==> src/rtl/mem_arbiter_pkg.sv <==
// Shared definitions for the main-memory arbiter: FSM states, owner codes, line geometry.
package mem_arbiter_pkg;

    typedef enum logic [1:0] {
        StIdle  = 2'd0,
        StIssue = 2'd1,
        StDrain = 2'd2,
        StWrite = 2'd3
    } state_e;

    typedef enum logic {
        OwnIf = 1'b0,
        OwnD  = 1'b1
    } owner_e;

    localparam int unsigned LineWords = 8;
    localparam logic [15:0] LineMask  = 16'hFFF0;

endpackage

==> src/rtl/mem_arbiter_word_counter.sv <==
// Small up-counter with enable, synchronous clear and terminal-count flag.
module word_counter #(
    parameter int unsigned W = 3
) (
    input  logic         clk,
    input  logic         rst,
    input  logic         en,
    input  logic         clr,
    output logic [W-1:0] cnt,
    output logic         tc
);

    logic [W-1:0] cnt_q;

    // Count register: clear wins over enable.
    always_ff @(posedge clk or negedge rst) begin
        if (!rst) begin
            cnt_q <= '0;
        end else if (clr) begin
            cnt_q <= '0;
        end else if (en) begin
            cnt_q <= cnt_q + W'(1);
        end
    end

    assign cnt = cnt_q;
    assign tc  = &cnt_q;

endmodule

==> src/rtl/mem_arbiter.sv <==
// Arbiter/sequencer for the shared main memory: IF line fills, D line fills and D word writes.
module mem_arbiter
    import mem_arbiter_pkg::*;
#(
    parameter int unsigned ADDR_W     = 16,
    parameter int unsigned DATA_W     = 16,
    parameter int unsigned MEM_LAT    = 4,
    parameter int unsigned LINE_WORDS = LineWords
) (
    input  logic                          clk,
    input  logic                          rst,
    // Instruction-fetch side
    input  logic                          if_req,
    input  logic [ADDR_W-1:0]             if_addr,
    output logic                          if_grant,
    output logic                          if_data_valid,
    output logic [DATA_W-1:0]             if_data,
    output logic [$clog2(LINE_WORDS)-1:0] if_word_idx,
    output logic                          if_done,
    // Data side
    input  logic                          d_req,
    input  logic                          d_wr,
    input  logic [ADDR_W-1:0]             d_addr,
    input  logic [DATA_W-1:0]             d_wdata,
    output logic                          d_grant,
    output logic                          d_data_valid,
    output logic [DATA_W-1:0]             d_data,
    output logic [$clog2(LINE_WORDS)-1:0] d_word_idx,
    output logic                          d_done,
    // Memory side
    output logic                          mem_en,
    output logic                          mem_wr,
    output logic [ADDR_W-1:0]             mem_addr,
    output logic [DATA_W-1:0]             mem_wdata,
    input  logic [DATA_W-1:0]             mem_rdata,
    input  logic                          mem_data_valid
);

    localparam int unsigned          IdxW    = $clog2(LINE_WORDS);
    // Byte offset bits within a line (two bytes per word).
    localparam logic [ADDR_W-1:0]    OffMask = ADDR_W'(2 * LINE_WORDS - 1);
    // Only a zero-latency memory can deliver the last word during the last issue cycle.
    localparam bit                   SkipDrainOk = (MEM_LAT == 0);

    state_e              state_q, state_d;
    owner_e              owner_q;
    logic [ADDR_W-1:0]   addr_q;
    logic [DATA_W-1:0]   wdata_q;

    logic [IdxW-1:0]     issue_cnt, recv_cnt;
    logic                issue_tc, recv_tc;
    logic                busy, fwd, last_ret;
    logic [ADDR_W-1:0]   line_base;

    assign busy      = (state_q != StIdle);
    // Returns count only while a fill is in flight; anything else is stray.
    assign fwd       = mem_data_valid && ((state_q == StIssue) || (state_q == StDrain));
    assign last_ret  = fwd && recv_tc;
    assign line_base = addr_q & ~OffMask;

    word_counter #(
        .W   (IdxW)
    ) u_issue_cnt (
        .clk (clk),
        .rst (rst),
        .en  (state_q == StIssue),
        .clr (state_q == StIdle),
        .cnt (issue_cnt),
        .tc  (issue_tc)
    );

    word_counter #(
        .W   (IdxW)
    ) u_recv_cnt (
        .clk (clk),
        .rst (rst),
        .en  (fwd),
        .clr (state_q == StIdle),
        .cnt (recv_cnt),
        .tc  (recv_tc)
    );

    // State register.
    always_ff @(posedge clk or negedge rst) begin
        if (!rst) begin
            state_q <= StIdle;
        end else begin
            state_q <= state_d;
        end
    end

    // Request capture: owner, address and write data latched when a request is accepted.
    always_ff @(posedge clk or negedge rst) begin
        if (!rst) begin
            owner_q <= OwnIf;
            addr_q  <= '0;
            wdata_q <= '0;
        end else if ((state_q == StIdle) && (d_req || if_req)) begin
            owner_q <= d_req ? OwnD : OwnIf;
            addr_q  <= d_req ? d_addr : if_addr;
            wdata_q <= d_wdata;
        end
    end

    // Next-state logic: D has fixed priority; requests are looked at only in idle.
    always_comb begin
        state_d = state_q;
        case (state_q)
            StIdle: begin
                if (d_req) begin
                    state_d = d_wr ? StWrite : StIssue;
                end else if (if_req) begin
                    state_d = StIssue;
                end
            end
            StIssue: begin
                if (SkipDrainOk && last_ret) begin
                    state_d = StIdle;
                end else if (issue_tc) begin
                    state_d = StDrain;
                end
            end
            StDrain: begin
                if (last_ret) begin
                    state_d = StIdle;
                end
            end
            StWrite: state_d = StIdle;
            default: state_d = StIdle;
        endcase
    end

    // Outputs: memory issue from state, returns steered to the owner only.
    always_comb begin
        if_grant      = 1'b0;
        if_data_valid = 1'b0;
        if_data       = '0;
        if_word_idx   = '0;
        if_done       = 1'b0;
        d_grant       = 1'b0;
        d_data_valid  = 1'b0;
        d_data        = '0;
        d_word_idx    = '0;
        d_done        = 1'b0;
        mem_en        = (state_q == StIssue) || (state_q == StWrite);
        mem_wr        = (state_q == StWrite);
        mem_addr      = '0;
        mem_wdata     = '0;

        if (state_q == StIssue) begin
            mem_addr = line_base + ADDR_W'({issue_cnt, 1'b0});
        end else if (state_q == StWrite) begin
            mem_addr  = addr_q;
            mem_wdata = wdata_q;
        end

        if (owner_q == OwnD) begin
            d_grant      = busy;
            d_data_valid = fwd;
            d_data       = fwd ? mem_rdata : '0;
            d_word_idx   = fwd ? recv_cnt : '0;
            d_done       = last_ret || (state_q == StWrite);
        end else begin
            if_grant      = busy;
            if_data_valid = fwd;
            if_data       = fwd ? mem_rdata : '0;
            if_word_idx   = fwd ? recv_cnt : '0;
            if_done       = last_ret;
        end
    end

endmodule

==> config.mk <==
export PLATFORM = sky130hd
export DESIGN_NAME = mem_arbiter
export DESIGN_NICKNAME = d
export VERILOG_FILES = /design/src/rtl/mem_arbiter_pkg.sv /design/src/rtl/mem_arbiter_word_counter.sv /design/src/rtl/mem_arbiter.sv
export SDC_FILE = /design/constraint.sdc
export NUM_CORES = 1
export LEC_CHECK = 0
export ABC_CLOCK_PERIOD_IN_PS = 2200
export CAP_MARGIN = 20
export CORE_MARGIN = 2
export CORE_UTILIZATION = 37
export CTS_CLUSTER_DIAMETER = 150
export CTS_CLUSTER_SIZE = 30
export DETAILED_ROUTE_END_ITERATION = 8
export PLACE_DENSITY = 0.81
export SETUP_SLACK_MARGIN = 0.4
export SLEW_MARGIN = 30
export SYNTH_ARGS = -nofsm -noshare
export SYNTH_HDL_FRONTEND = slang
export SYNTH_HIERARCHICAL = 1
export SYNTH_SLANG_ARGS = --single-unit
==> constraint.sdc <==
create_clock -name clk -period 2.2 [get_ports clk]
set_input_delay 0.44 -clock clk [delete_from_list [all_inputs] [get_ports clk]]
set_output_delay 0.44 -clock clk [all_outputs]
set_load 0.005 [all_outputs]
Figure 1. Cell placement.
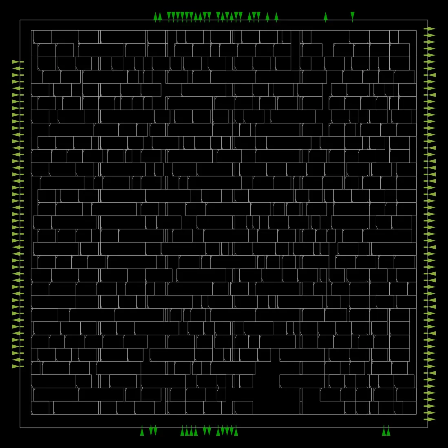
seq_cells: 41
core region area: 6240 um2

Figure 2. Wire density map.
The die is cut into 17 by 17 equal tiles; dark blue is low, red is high, scaled to the fullest tile. Values are wire area over tile area, all layers added.
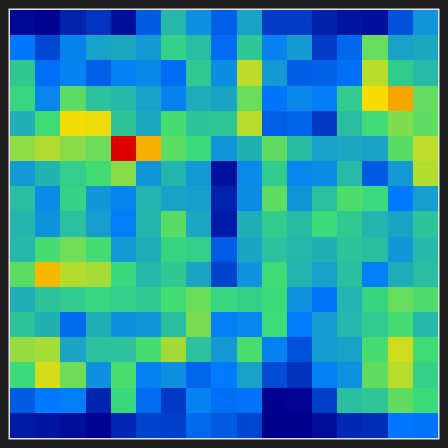
mean over tiles: 0.20
tiles over half the peak: 21%
emptiest ninth of the die: south

Figure 3. Register map, names as in the netlist.
The bar under the picture is 20 um long. Other sequential cells in the stronger grey, the rest of the logic in the fainter grey.
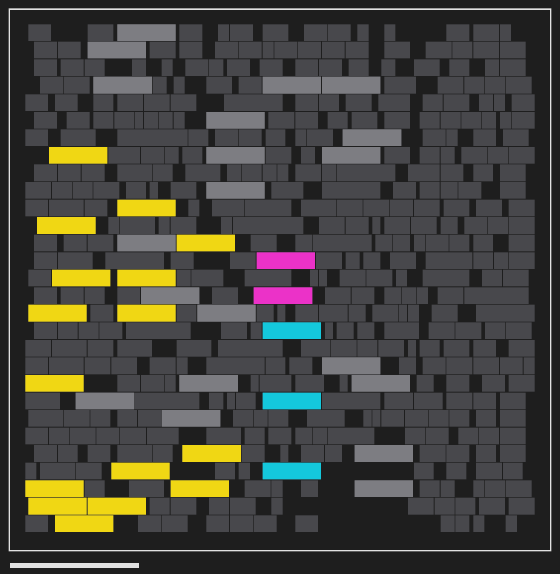
legend:
  u_issue_cnt/cnt:
    colour: cyan
    placed_flops: 3
  wdata_q:
    colour: yellow
    placed_flops: 16
  state_q:
    colour: magenta
    placed_flops: 2

Figure 4. Cell sizes after repair.
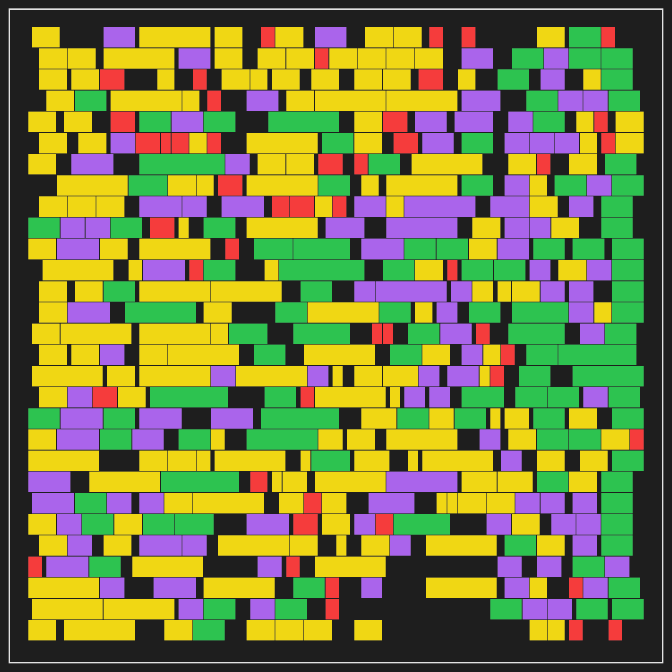
legend:
  drive 3 to 4:
    colour: purple
    cells: 103
  drive 2:
    colour: red
    cells: 48
  drive 6 and up:
    colour: green
    cells: 103
  drive 1 or less:
    colour: yellow
    cells: 180
Syn-to-layout area delta: 118%
post-layout instance area: 5130 um2
nonclk buf count: 206
worst setup slack after layout: -0.0575 ns

==> results.txt <==
Implementation progress

The run finished, with violations left. The final reports fail on negative setup slack. Signal nets in the final route climb as high as met4. Clock tree synthesis selected as its root buffer the cell sky130_fd_sc_hd__clkbuf_8. The routed design uses between 4000 and 5000 um of met2 wire. The fraction of power consumed by sequential logic stands at 0.226.

The met1 layer wirelength in the final routing stands at 3200 um. Entering global routing, the biggest net connects approximately 49 pins. For the worst flop-to-flop path, the logic depth is 9. Looking at the setup timing report, the critical path kind is reg2out. The simple logic cell fraction of the synthesized area stands at 0.240. The power report lists the sequential group at roughly 0.0014 W. The worst setup margin stands at -0.0575 ns. The vertical die dimension reported for this design is roughly 84 um.

Per the synth log, the flip-flop and latch total comes to 41. For reference, the critical path is launched at state_q[1]. Per STA, the endpoint of the critical path is if_data[8]. For this block, the routed nets add up to just under 9000 um of wire. ~150 I/O pins were placed. Across all layers, the routed design uses 2,497 vias. Power attributed to the clock group is 0.000724 W.

The total of endpoints with negative setup slack in the final report stands at 28. The post-synthesis area per instance stands at between 10 and 15 um2. Per the TritonCTS log, the buffer count is 5. The measured slew at the worst slew-check pin stands at ~0.74 ns. The most common logic cell in the final layout is sky130_fd_sc_hd__buf_6. Of all cell types, the one taking the most synthesized area is sky130_fd_sc_hd__dfrtp_1.

Setup repair after global routing could not meet its margin everywhere. The met1 usage stands at 0.240. The net count after synthesis is 313. RePlAce ended its routability-driven mode at a weighted congestion of between 0.8 and 0.9. Before antenna repair, the detailed router went through 4 iterations. The number of sinks driven by the clock tree stands at approximately 40.

The met3 demand-to-capacity share in global routing stands at 0.0633. Dividing the detail-routed wire length by the instance count gives 17.1 um. The fraction of the core area covered by cells at the end of the flow stands at 0.821. The areal power density over the cells stands at between 1000 and 1500 nW/um2. TritonCTS built the clock tree. The final critical-path share of the clock period stands at 1.03. Counting the fill cells in the layout gives 378.
==> through the flow <==
| stage | instances | power [W] | setup slack [ns] | hold WS [ns] |
|---|---|---|---|---|
| floorplan | 234 | 0.00242 | 0.423 | 0.144 |
| global placement | 465 | 0.00363 | -0.203 | 0.454 |
| detailed placement | 465 | 0.00371 | -0.284 | 0.463 |
| CTS | 501 | 0.00515 | -0.0211 | 0.214 |
| global route | 511 | 0.00653 | -0.125 | 0.265 |
| finish | 511 | 0.00617 | -0.0575 | 0.195 |
==> worst min path at each step <==
stage,start,end,cells after the start
after floorplan,rst,addr_q[0],0
after global placement,addr_q[11],addr_q[11],2
after detailed placement,addr_q[13],addr_q[13],2
after CTS,rst,wdata_q[7],1
after global routing,rst,wdata_q[3],1
final,rst,wdata_q[1],1
==> worst max-delay path, delay by kind of cell, from the launching register on <==
family | cells | cell delay, ns
DFF | 1 | 0.41
buffers and inverters | 4 | 0.48
and+or+nand+nor | 3 | 0.41
adders and majority gates | 1 | 0.21
==> cell type report <==
class                      count  share of cell area
inverter                       5             0.00366
clock inverter                 3              0.0127
timing repair buffer         206               0.426
sequential                    41               0.200
multi-input combinational    174               0.326
tap                           77              0.0188
clock buffer                   5              0.0134
==> cells in the mapped netlist, drive strengths merged <==
master	instances
a31oi	1
a21boi	1
dfrtp	41
inv	5
a22o	4
nand2	17
nand3	1
o21ai	17
and2	57
a222oi	1
nor2b	15
nor2	10
mux2i	21
xnor2	2
ha	9
mux2	17
buf	6
clkbuf	8
and3	1
==> sequential cells by signal (all words and copies together), names as in the netlist <==
name             cells
u_issue_cnt/cnt      3
state_q              2
addr_q              16
u_recv_cnt/cnt       3
wdata_q             16
owner_q              1
No activity file was given, so power comes from the tool's default toggle rates.
